==> config.mk <==
export PLATFORM = sky130hd
export DESIGN_NAME = vend_txn_sequencer
export DESIGN_NICKNAME = d
export VERILOG_FILES = /design/src/rtl/vend_pkg.sv /design/src/rtl/vend_edge_det.sv /design/src/rtl/vend_txn_sequencer.sv
export SDC_FILE = /design/constraint.sdc
export NUM_CORES = 1
export LEC_CHECK = 0
export ABC_AREA = 1
export CAP_MARGIN = 20
export CORE_AREA = 2 2 65 79
export DETAILED_ROUTE_END_ITERATION = 10
export DIE_AREA = 0 0 67 81
export PLACE_DENSITY_LB_ADDON = 0.2
export SYNTH_ARGS = -nofsm -noshare
export SYNTH_HDL_FRONTEND = slang
export SYNTH_SLANG_ARGS = --single-unit
==> constraint.sdc <==
create_clock -name clk -period 6.4 [get_ports clk]
set_clock_uncertainty 0.1 [all_clocks]
set_input_delay 1.92 -clock clk [delete_from_list [all_inputs] [get_ports clk]]
set_output_delay 1.92 -clock clk [all_outputs]
set_load 0.02 [all_outputs]
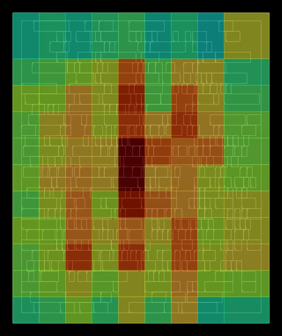
**Above:** run 1 (congestion heat map).
met3 usage: 0.0360
GR Util met2: 0.489
GRT Util Overall: 0.256

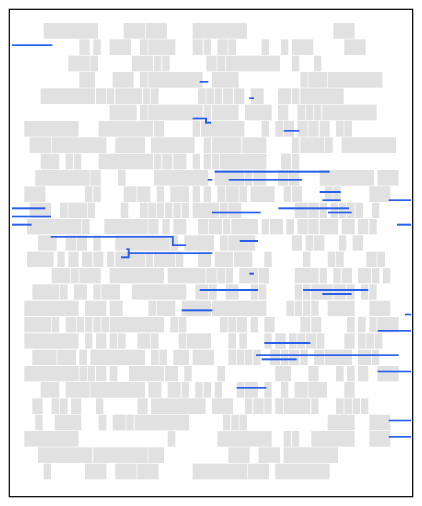
**Above:** run 1 (metal 3).
Scale: 6 px per um. Cells faint in the background.
wire length on this layer = 225 um
longest straight run = 23.5 um
main direction = horizontal
WL final: 6300 um
vias: 2414

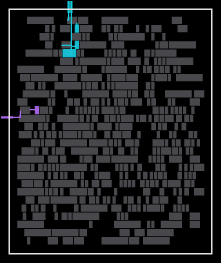
**Above:** run 1 (I/O nets highlighted).
Scale: 3 px per um.
purple -> disp_ack  # direction input, end cells 1, buffers 1, wire 8.30 um
cyan -> sel  # direction input, end cells 3, buffers 2, wire 25.7 um
IO Count: 27
Port Buffers: 26

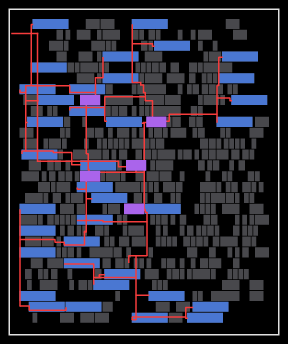
**Above:** run 1 (clock distribution).
Scale: 4 px per um.
purple -> clock-net drivers  # count 5
red -> clock wires  # length 500 um
blue -> flip-flops  # count 36
routed clock nets = 6
flops lie = spread over the die
clock group share of total power: 0.109
Late-Pin Clk Latency: 0.29 ns

==> run summary, run 1 <==
yosys + openroad results -> status=completed, Post-synth seq share=0.331, Lkg Pwr=0.00154 uW, Top-area cell share=0.331, crit path cell chain=clkdlybuf4s50_1 -> ha_1 -> fa_1 -> nand3_1 -> nand2_1 -> nand2_1 -> nand2_1 -> nand2_1 -> nand3_1 -> nand2_1 -> o21ai_0 -> nand2_1 -> nand2_1, fin crit share=0.603, drt first-iter violations=163, Top cells by area=dfrtp_1, nand2_1, inv_1, EDFF count, synth=0, Largest register FFs=10, Crit-path slowest cell=clkdlybuf4s50_1, most frequent CP cell=nand2_1, Worst-path clk slew=around 0.08 ns, first-pass iteration count of the detailed router=5, largest net degree at the start of global routing=37, ANT cells=0, area of the core=roughly 0.0048 mm2, Layout Nets=around 420, r2r setup slk=3.87 ns, dpl cells=~440, Resize count post-CTS=0, die width=67 um, Synth Instances=between 300 and 400, routed vias/inst=between 5 and 6, crit-path max cell delay=0.44 ns, Final Hold Vio Count=0, first-pass GRT wire length=roughly 11000 um, vias in the first global route=about 2300, HP Class=flop to flop, delay-heaviest family, CP=simple AND/OR/NAND/NOR gates, Max IR drop VDD=around 0.26 mV, post-synthesis cell type count=about 45, num rows=28, hpwl dp=4950 um, Synth async-reset ratio=1.00, RSZ-0062 raised after global routing=false, die height=roughly 80 um, Final Non-Filler Cells=between 400 and 500, YS chip area=around 0.0027 mm2, CTS tree=built, ys cells=~360, Avg Cell Area, Syn=7.55 um2, Synthesis Warnings=0, sequential share of power=0.245, Arrival @ worst endpoint=approximately 3.9 ns, GRT Residual Overflow=0, max-capacitance violation count=0, die area=between 0.005 and 0.006 mm2, Root Driver=clkbuf_8, main flop type=dfrtp_1, Tool Warnings=29, setup repair bufs after CTS=0, Fmax achieved=roughly 260 MHz, Comb power frac=0.646, count leader, synth=nand2_1, htree depth=2, Tmin final=about 3.9 ns, Routed Antenna Nets=0, flops & latches, synth=36, setup tns final=0 ns, number of cells on the critical path=13, R2R cell count=16, hold path depth=2, CTS buffer count=5, drt drc=0, Post-CTS Hold Fix Bufs=0, CTS sink cnt=36, crit-path max FO=4, Avg WL per Cell=about 14 um, Net Switching=~800 uW, Syn Std Cell Area=approximately 0.0027 mm2, Pwr Density=about 490 mW/mm2, Pint=745 uW, antenna violations before repair=0, crit end category=flop, WS Path Type=input port to flop, Post-synth top cells=nand2_1, inv_1, dfrtp_1, nand3_1, nor2_1, cell accounting for the most synthesized area=dfrtp_1, final setup violation count=0, routability cong.=roughly 0.97, maximum buffer depth of the clock tree=2, worst path required time=about 6.5 ns, fp util=0.570, Worst Path Buf+Inv=1, syn nets=about 390, Area Overhead vs Synth=15.0%, max-slew violations=0, Sw Share=0.518, layout cells sized above 1=0.130, crit path launch type=input port
-- run 1: cells by family after synthesis --
group	share of synthesized area
XOR/XNOR	0.0226
AND-OR/OR-AND	0.118
buffers and inverters	0.0935
other	0.00138
adder cells (fa/ha/maj)	0.0792
flip-flops	0.331
AND/OR/NAND/NOR	0.354
-- run 1: cell usage in the layout, fill, tap and decap left out, drive strengths merged, types with 6 or more instances in the layout --
cell           netlist  layout
clkbuf               0       8
inv                 57      57
a21oi               11      11
nand2              109     109
o22ai                6       6
nand3               26      26
o21ai               23      23
nand4               10      10
ha                  14      14
nor2                32      32
dfrtp               36      36
nor3                 9       9
clkdlybuf4s50        0      26
-- run 1: power by group through the flow --
stage	sequential [uW]	clock (uW)	combinational (uW)
2_1_floorplan	393	0	729
3_3_place_gp	381	0	980
3_5_place_dp	382	0	996
4_1_cts	378	172	1000
5_1_grt	387	180	1110
6_report	378	169	998
-- run 1: per-stage QoR --
step | power, uW | hold WS [ns] | setup slack (ns) | util | cell area [um2]
after floorplan | 1120 | 0.346 | 2.91 | - | 2720
after global placement | 1360 | 0.369 | 2.36 | 0.637 | 3030
after detailed placement | 1380 | 0.378 | 2.24 | 0.637 | 3030
after CTS | 1550 | 0.396 | 2.54 | 0.656 | 3120
after global routing | 1680 | 0.416 | 2.39 | 0.656 | 3120
final | 1540 | 0.390 | 2.54 | 0.656 | 3120
-- run 1: layout make-up --
class                      instances  area [um2]
timing repair buffer              27         268
inverter                          58         228
multi-input combinational        263        1560
clock buffer                       8        90.1
fill                             439        1640
sequential                        36         901
tap                               60        75.1
-- run 1: routing by layer --
metal  vias up  global-route usage  wire, um
met3         9              0.0360       225
met1      1134               0.288      2490
met2        54               0.489      3470
met4         0              0.0735       117
met5         -                   0         0
li1       1217                   -         -
==> run 2: changes to the inputs <==
CORE_AREA = 2 2 66 80   (was 2 2 65 79)
DIE_AREA = 0 0 68 82   (was 0 0 67 81)
clock period = 3.6 ns   (was 6.4 ns; I/O delays follow)
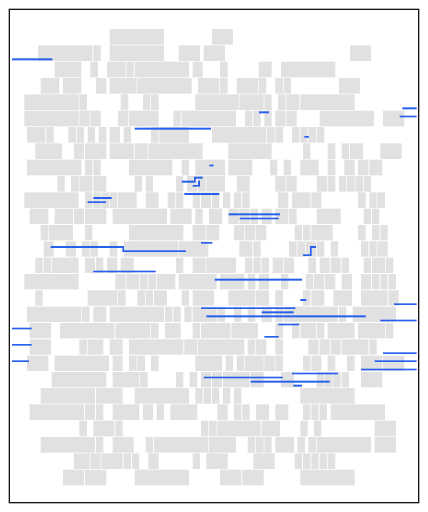
**Above:** run 2 (metal 3).
Scale: 6 px per um. Cells faint in the background.
wire length on this layer = 234 um
main direction = horizontal
vias: 2421
WL final: 6110 um
met3 usage: 0.0397

==> run summary, run 2 <==
yosys + openroad results -> WS Path Type=input port to flop, Max IR drop VDD=around 0.40 mV, status=completed, first-pass iteration count of the detailed router=4, DR top layer=met4, Avg Cell Area, Syn=between 7 and 8 um2, first-pass GRT wire length=approximately 10000 um, CTS buffer count=5, Top cells excl fill/tap=nand2_1, inv_1, dfrtp_1, met3 wire length=234 um, largest net degree at the start of global routing=37, YS chip area=approximately 0.0027 mm2, die width=approximately 70 um, Post-CTS Hold Fix Bufs=0, Late-Pin Clk Latency=approximately 0.29 ns, Post-synth top cells=nand2_1, inv_1, dfrtp_1, nand3_1, nor2_1, dpl cell area=just over 0.003 mm2, fp util=0.562, hpwl dp=about 4700 um, Largest register FFs=10, Fmax achieved=338 MHz, Pwr Density=881 mW/mm2, setup tns final=0 ns, routability cong.=slightly above 0.9, EDFF count, synth=0, crit-path max FO=4, FILL cells=434, ys cells=roughly 360, Worst-path clk slew=approximately 0.080 ns, Synthesis Warnings=0, Resize count post-CTS=0, cell accounting for the most synthesized area=dfrtp_1, final setup violation count=0, Tool Warnings=29, Final Hold Vio Count=0, drt first-iter violations=159, R2R cell count=16, crit end category=flop, vias in the first global route=~2200, ANT cells=0, Avg WL per Cell=13.6 um, count leader, synth=nand2_1, IO Count=27, GRT Util Overall=0.240, Syn Std Cell Area=~0.0027 mm2, r2r setup slk=between 0.9 and 1 ns, Routed Antenna Nets=0, most numerous logic cell after layout=nand2_1, antenna violations before repair=0, Post-synth seq share=0.331, num rows=28, Tmin final=2.96 ns, fin crit share=0.822, Top cells by area=dfrtp_1, nand2_1, inv_1, met2 WL=between 3000 and 4000 um, crit path launch type=input port, syn nets=~390, area of the core=0.00483 mm2, setup repair bufs after CTS=0, main flop type=dfrtp_1, CTS tree=built, Top-area cell share=0.331, Root Driver=clkbuf_8, Area Overhead vs Synth=15.2%, met1 wire length=about 2400 um, RSZ-0062 raised after global routing=false, flops & latches, synth=36, GRT Residual Overflow=0, worst path required time=between 3 and 4 ns, post-synthesis cell type count=~45, drt drc=0
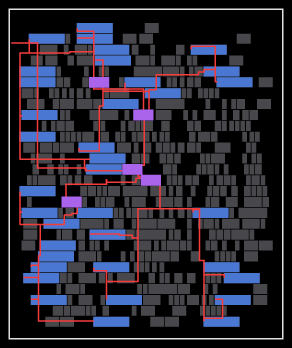
**Above:** run 2 (clock distribution).
Scale: 4 px per um.
clock group share of total power: 0.115
clk pwr: 316 uW

==> run 2: critical path, cell delays in order <==
cell and delay, ns:
clkdlybuf4s50_1 0.42, ha_1 0.24, fa_1 0.41, nand3_1 0.11, nand2_1 0.10, nand2_1 0.11, nand2_1 0.06, nand2_1 0.09
nand3_1 0.14, nand2_1 0.11, o21ai_0 0.08, nand2_1 0.06, nand2_1 0.05
==> run 2: routing by layer <==
layer | vias up | GRT usage
met5 | - | 0
met3 | 10 | 0.0397
met2 | 58 | 0.463
li1 | 1223 | -
met1 | 1130 | 0.257
met4 | 0 | 0.0800
==> run 2: stage by stage <==
stage	setup slack (ns)	hold slack (ns)	utilization	power [uW]	cells
6_report	0.640	0.382	0.648	2760	451
5_1_grt	0.477	0.404	0.648	3000	451
4_1_cts	0.644	0.389	0.648	2760	451
3_5_place_dp	0.342	0.371	0.628	2440	444
3_3_place_gp	0.396	0.367	0.628	2420	444
2_1_floorplan	0.954	0.346	-	2000	360
==> run 2: final cells by class <==
type                       count  area (um2)  area share
clock buffer                   7        96.3      0.0308
multi-input combinational    263        1560       0.499
inverter                      58         228      0.0727
timing repair buffer          27         268      0.0855
sequential                    36         901       0.288
tap                           60        75.1      0.0240
==> run 2: where the power goes <==
part | total (uW) | switching [uW] | internal (uW) | leakage (uW)
clock network | 316 | 145 | 171 | 0.0000503
logic | 1780 | 1130 | 646 | 0.00102
registers | 668 | 149 | 519 | 0.000475
==> run 2: cells by family after synthesis <==
kind of cell | count (synthesis) | share of synthesized area
AND/OR/NAND/NOR | 191 | 0.354
buffers and inverters | 61 | 0.0935
AND-OR/OR-AND | 48 | 0.118
flip-flops | 36 | 0.331
adder cells (fa/ha/maj) | 16 | 0.0792
XOR/XNOR | 7 | 0.0226
other | 1 | 0.00138
Power and IR drop assume default switching activity.
